power_grid.png
Pins as bars on the die edge.
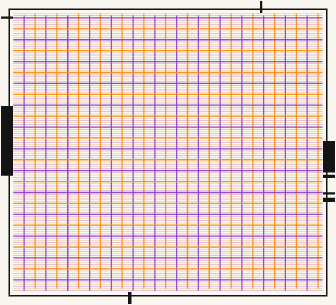
placement_by_type.png
Scale bar: 100 um.
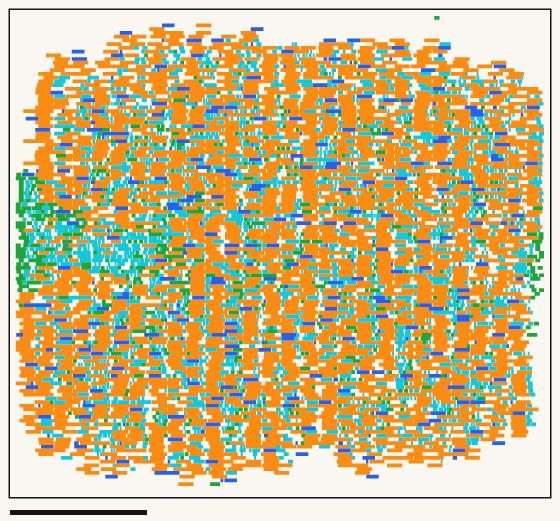
===== config.mk =====
export PLATFORM = sky130hd
export DESIGN_NAME = storage_byte_view_flat
export DESIGN_NICKNAME = d
export VERILOG_FILES = /design/src/rtl/storage_byte_view_if.sv /design/src/rtl/storage_byte_view.sv /design/src/flat_wrapper.sv
export SDC_FILE = /design/constraint.sdc
export NUM_CORES = 2
export LEC_CHECK = 0
export CAP_MARGIN = 25
export CORE_ASPECT_RATIO = 0.9
export CORE_MARGIN = 4
export CORE_UTILIZATION = 62
export DETAILED_ROUTE_END_ITERATION = 8
export PLACE_DENSITY = 0.79
export SYNTH_ARGS = -nofsm -noshare
export SYNTH_HDL_FRONTEND = slang
export SYNTH_SLANG_ARGS = --single-unit

===== constraint.sdc =====
create_clock -name Clk -period 3.85 [get_ports Clk]
set_input_delay 0.385 -clock Clk [delete_from_list [all_inputs] [get_ports Clk]]
set_output_delay 0.385 -clock Clk [all_outputs]
set_load 0.01 [all_outputs]

===== src/rtl/storage_byte_view_if.sv =====
// Bus bundle for storage_byte_view: address/write/byte-select inputs and
// the read, LED and scan-status outputs.
// Strobe semantics: there is no valid/ready pair. Mem_Write is a single-cycle
// strobe sampled on the rising clock edge; it is accepted whenever Busy is 0
// and silently dropped while Busy is 1. Reads need no strobe: Mem_Rdata/LED
// reflect the address/CS presented before the previous edge.
interface storage_byte_view_if #(
  parameter int DATA_W = 32,
  parameter int ADDR_W = 6
);
  localparam int NB   = DATA_W / 8;
  localparam int CS_W = (NB > 1) ? $clog2(NB) : 1;

  logic [ADDR_W-1:0] Mem_Addr;
  logic              Mem_Write;
  logic [DATA_W-1:0] Mem_Wdata;
  logic [NB-1:0]     Byte_En;
  logic [CS_W-1:0]   CS;
  logic              Scan_En;
  logic              Busy;
  logic [DATA_W-1:0] Mem_Rdata;
  logic [7:0]        LED;
  logic [ADDR_W-1:0] Scan_Addr;
  logic [CS_W-1:0]   Scan_CS;
  logic [1:0]        State;

  modport master (
    output Mem_Addr, Mem_Write, Mem_Wdata, Byte_En, CS, Scan_En,
    input  Busy, Mem_Rdata, LED, Scan_Addr, Scan_CS, State
  );

  modport slave (
    input  Mem_Addr, Mem_Write, Mem_Wdata, Byte_En, CS, Scan_En,
    output Busy, Mem_Rdata, LED, Scan_Addr, Scan_CS, State
  );
endinterface


===== src/rtl/storage_byte_view.sv =====
// Word-addressed storage with byte-lane writes, registered read and an LED
// byte viewer. After reset a fill FSM writes a counting byte pattern into
// every word; afterwards the viewer runs in manual (CS-selected) or auto-scan
// mode. State is exposed on bus.State (0=FILL, 1=MANUAL, 2=SCAN).
module storage_byte_view #(
  parameter int DATA_W   = 32,
  parameter int ADDR_W   = 6,
  parameter int SCAN_DIV = 4
) (
  input logic                Clk,
  input logic                Reset,
  storage_byte_view_if.slave bus
);
  localparam int NB    = DATA_W / 8;
  localparam int CS_W  = (NB > 1) ? $clog2(NB) : 1;
  localparam int DEPTH = 1 << ADDR_W;
  localparam int DIV_W = (SCAN_DIV > 1) ? $clog2(SCAN_DIV) : 1;

  typedef enum logic [1:0] {
    FILL   = 2'd0,
    MANUAL = 2'd1,
    SCAN   = 2'd2
  } state_t;

  state_t            state;
  logic [ADDR_W-1:0] fill_ptr;
  logic [DIV_W-1:0]  div_cnt;
  logic [CS_W-1:0]   cs_q;
  logic [ADDR_W-1:0] scan_addr;
  logic [CS_W-1:0]   scan_cs;
  logic              busy;
  logic [DATA_W-1:0] rdata;
  logic [DATA_W-1:0] fill_word;
  logic [ADDR_W-1:0] read_addr;
  logic [31:0]       lane_val;
  logic [DATA_W-1:0] mem [DEPTH];

  // Fill pattern: byte k of word a is (a*NB + k) mod 256.
  always_comb begin
    fill_word = '0;
    lane_val  = '0;
    for (int k = 0; k < NB; k++) begin
      lane_val = 32'(int'(fill_ptr) * NB + k);
      fill_word[8*k +: 8] = lane_val[7:0];
    end
  end

  // Read address follows the scan pointer in SCAN, the bus address otherwise.
  always_comb begin
    read_addr = (state == SCAN) ? scan_addr : bus.Mem_Addr;
  end

  // Storage array: fill writes whole words, user writes honour byte enables.
  always_ff @(posedge Clk) begin
    if (!Reset && state == FILL) begin
      mem[fill_ptr] <= fill_word;
    end else if (!Reset && bus.Mem_Write) begin
      for (int k = 0; k < NB; k++) begin
        if (bus.Byte_En[k]) mem[bus.Mem_Addr][8*k +: 8] <= bus.Mem_Wdata[8*k +: 8];
      end
    end
  end

  // Mode FSM with fill pointer, registered read, lane select and scan counters.
  always_ff @(posedge Clk) begin
    if (Reset) begin
      state     <= FILL;
      fill_ptr  <= '0;
      busy      <= 1'b1;
      rdata     <= '0;
      cs_q      <= '0;
      scan_addr <= '0;
      scan_cs   <= '0;
      div_cnt   <= '0;
    end else begin
      case (state)
        FILL: begin
          fill_ptr <= fill_ptr + 1'b1;
          if (fill_ptr == ADDR_W'(DEPTH - 1)) begin
            state <= MANUAL;
            busy  <= 1'b0;
          end
        end
        MANUAL: begin
          rdata <= mem[read_addr];
          cs_q  <= bus.CS;
          if (bus.Scan_En) state <= SCAN;
        end
        SCAN: begin
          // Read-first: rdata takes the pre-write word on a same-edge write.
          rdata <= mem[read_addr];
          cs_q  <= scan_cs;
          if (!bus.Scan_En) begin
            state     <= MANUAL;
            scan_addr <= '0;
            scan_cs   <= '0;
            div_cnt   <= '0;
          end else if (div_cnt == DIV_W'(SCAN_DIV - 1)) begin
            div_cnt <= '0;
            if (scan_cs == CS_W'(NB - 1)) begin
              scan_cs   <= '0;
              scan_addr <= scan_addr + 1'b1;
            end else begin
              scan_cs <= scan_cs + 1'b1;
            end
          end else begin
            div_cnt <= div_cnt + 1'b1;
          end
        end
        default: begin
          state    <= FILL;
          fill_ptr <= '0;
          busy     <= 1'b1;
        end
      endcase
    end
  end

  assign bus.Busy      = busy;
  assign bus.Mem_Rdata = rdata;
  assign bus.LED       = busy ? 8'h00 : rdata[cs_q*8 +: 8];
  assign bus.Scan_Addr = scan_addr;
  assign bus.Scan_CS   = scan_cs;
  assign bus.State     = state;
endmodule


===== src/flat_wrapper.sv =====
// flat-port wrapper written by rule: the top's interface ports become plain ports
module storage_byte_view_flat 
#(
  parameter int DATA_W   = 32,
  parameter int ADDR_W   = 6,
  parameter int SCAN_DIV = 4
)
  (Clk, Reset, bus_Mem_Addr, bus_Mem_Write, bus_Mem_Wdata, bus_Byte_En, bus_CS, bus_Scan_En, bus_Busy, bus_Mem_Rdata, bus_LED, bus_Scan_Addr, bus_Scan_CS, bus_State);
  storage_byte_view_if #(.DATA_W(DATA_W), .ADDR_W(ADDR_W)) bus_i ();
  input logic Clk;
  input logic Reset;
  input wire logic [$bits(bus_i.Mem_Addr)-1:0] bus_Mem_Addr;
  input wire logic [$bits(bus_i.Mem_Write)-1:0] bus_Mem_Write;
  input wire logic [$bits(bus_i.Mem_Wdata)-1:0] bus_Mem_Wdata;
  input wire logic [$bits(bus_i.Byte_En)-1:0] bus_Byte_En;
  input wire logic [$bits(bus_i.CS)-1:0] bus_CS;
  input wire logic [$bits(bus_i.Scan_En)-1:0] bus_Scan_En;
  output wire logic [$bits(bus_i.Busy)-1:0] bus_Busy;
  output wire logic [$bits(bus_i.Mem_Rdata)-1:0] bus_Mem_Rdata;
  output wire logic [$bits(bus_i.LED)-1:0] bus_LED;
  output wire logic [$bits(bus_i.Scan_Addr)-1:0] bus_Scan_Addr;
  output wire logic [$bits(bus_i.Scan_CS)-1:0] bus_Scan_CS;
  output wire logic [$bits(bus_i.State)-1:0] bus_State;
  assign bus_i.Mem_Addr = bus_Mem_Addr;
  assign bus_i.Mem_Write = bus_Mem_Write;
  assign bus_i.Mem_Wdata = bus_Mem_Wdata;
  assign bus_i.Byte_En = bus_Byte_En;
  assign bus_i.CS = bus_CS;
  assign bus_i.Scan_En = bus_Scan_En;
  assign bus_Busy = bus_i.Busy;
  assign bus_Mem_Rdata = bus_i.Mem_Rdata;
  assign bus_LED = bus_i.LED;
  assign bus_Scan_Addr = bus_i.Scan_Addr;
  assign bus_Scan_CS = bus_i.Scan_CS;
  assign bus_State = bus_i.State;
  storage_byte_view #(.DATA_W(DATA_W), .ADDR_W(ADDR_W), .SCAN_DIV(SCAN_DIV)) u_core (.Clk(Clk), .Reset(Reset), .bus(bus_i));
endmodule

==> deck_impl_summary.md <==
Implementation Results

Detailed routing
  – DRT Pass-1 Iters: 9
  – Vias per std cell: 6.97
  – Residual DRC: 11
  – M1 wire length: 82.2 mm

Floorplanning
  – Die W: 394 um
  – FP Core Util: 62.4%

Critical path
  – Critical path depth: 12
  – Critical path's largest stage delay: 650 ps
  – CP Data Arrival Time: approximately 4500 ps
  – R2R cell count: 12

Finish
  – Max reg flops: 2,048
  – Non-clk invs: 10
  – Fill cells: 7,506
  – Final-layout clock-cell area share: 7.01%

Min path
  – Hold_sp: bus_CS[1]

Placed design
  – DP Worst Slack: -222 ps

Pwr
  – Leakage: 33.6 nW
  – P per Cell Area: 543 nW/um2

Synthesis
  – Cells after Synth: 5,173
  – Area leader share: 74.0%
  – Register bit total from synthesis: 2,101

Final timing
  – Final Hold Violating Endpoints: 0

Status
  – Violated checks: DRC
  – Outcome: finished, violations left

CTS
  – Post-CTS Repair Setup Buffers: 0
## Picture notes: power_grid.png
legend:
  VSS:
    colour: purple
  VDD:
    colour: orange
met5 straps: 25
met4 straps: 28
signal pins: 99
rows: 127
met1 rails: 128

## Picture notes: placement_by_type.png
legend:
  sequential cells:
    colour: orange
    cells: 2,101
    share_of_their_area: 66%
  clock drivers and dummy loads:
    colour: blue
    cells: 360
    share_of_their_area: 7.2%
  remaining buffers and delay cells:
    colour: green
    cells: 635
    share_of_their_area: 6.5%
  combinational and other logic:
    colour: cyan
    cells: 2,734
    share_of_their_area: 20%
Final Cell Area: 97,100 um2
Post-Route Utilization: 72.9%
sequential cell area share: 64.5%

Power and IR drop assume default switching activity.
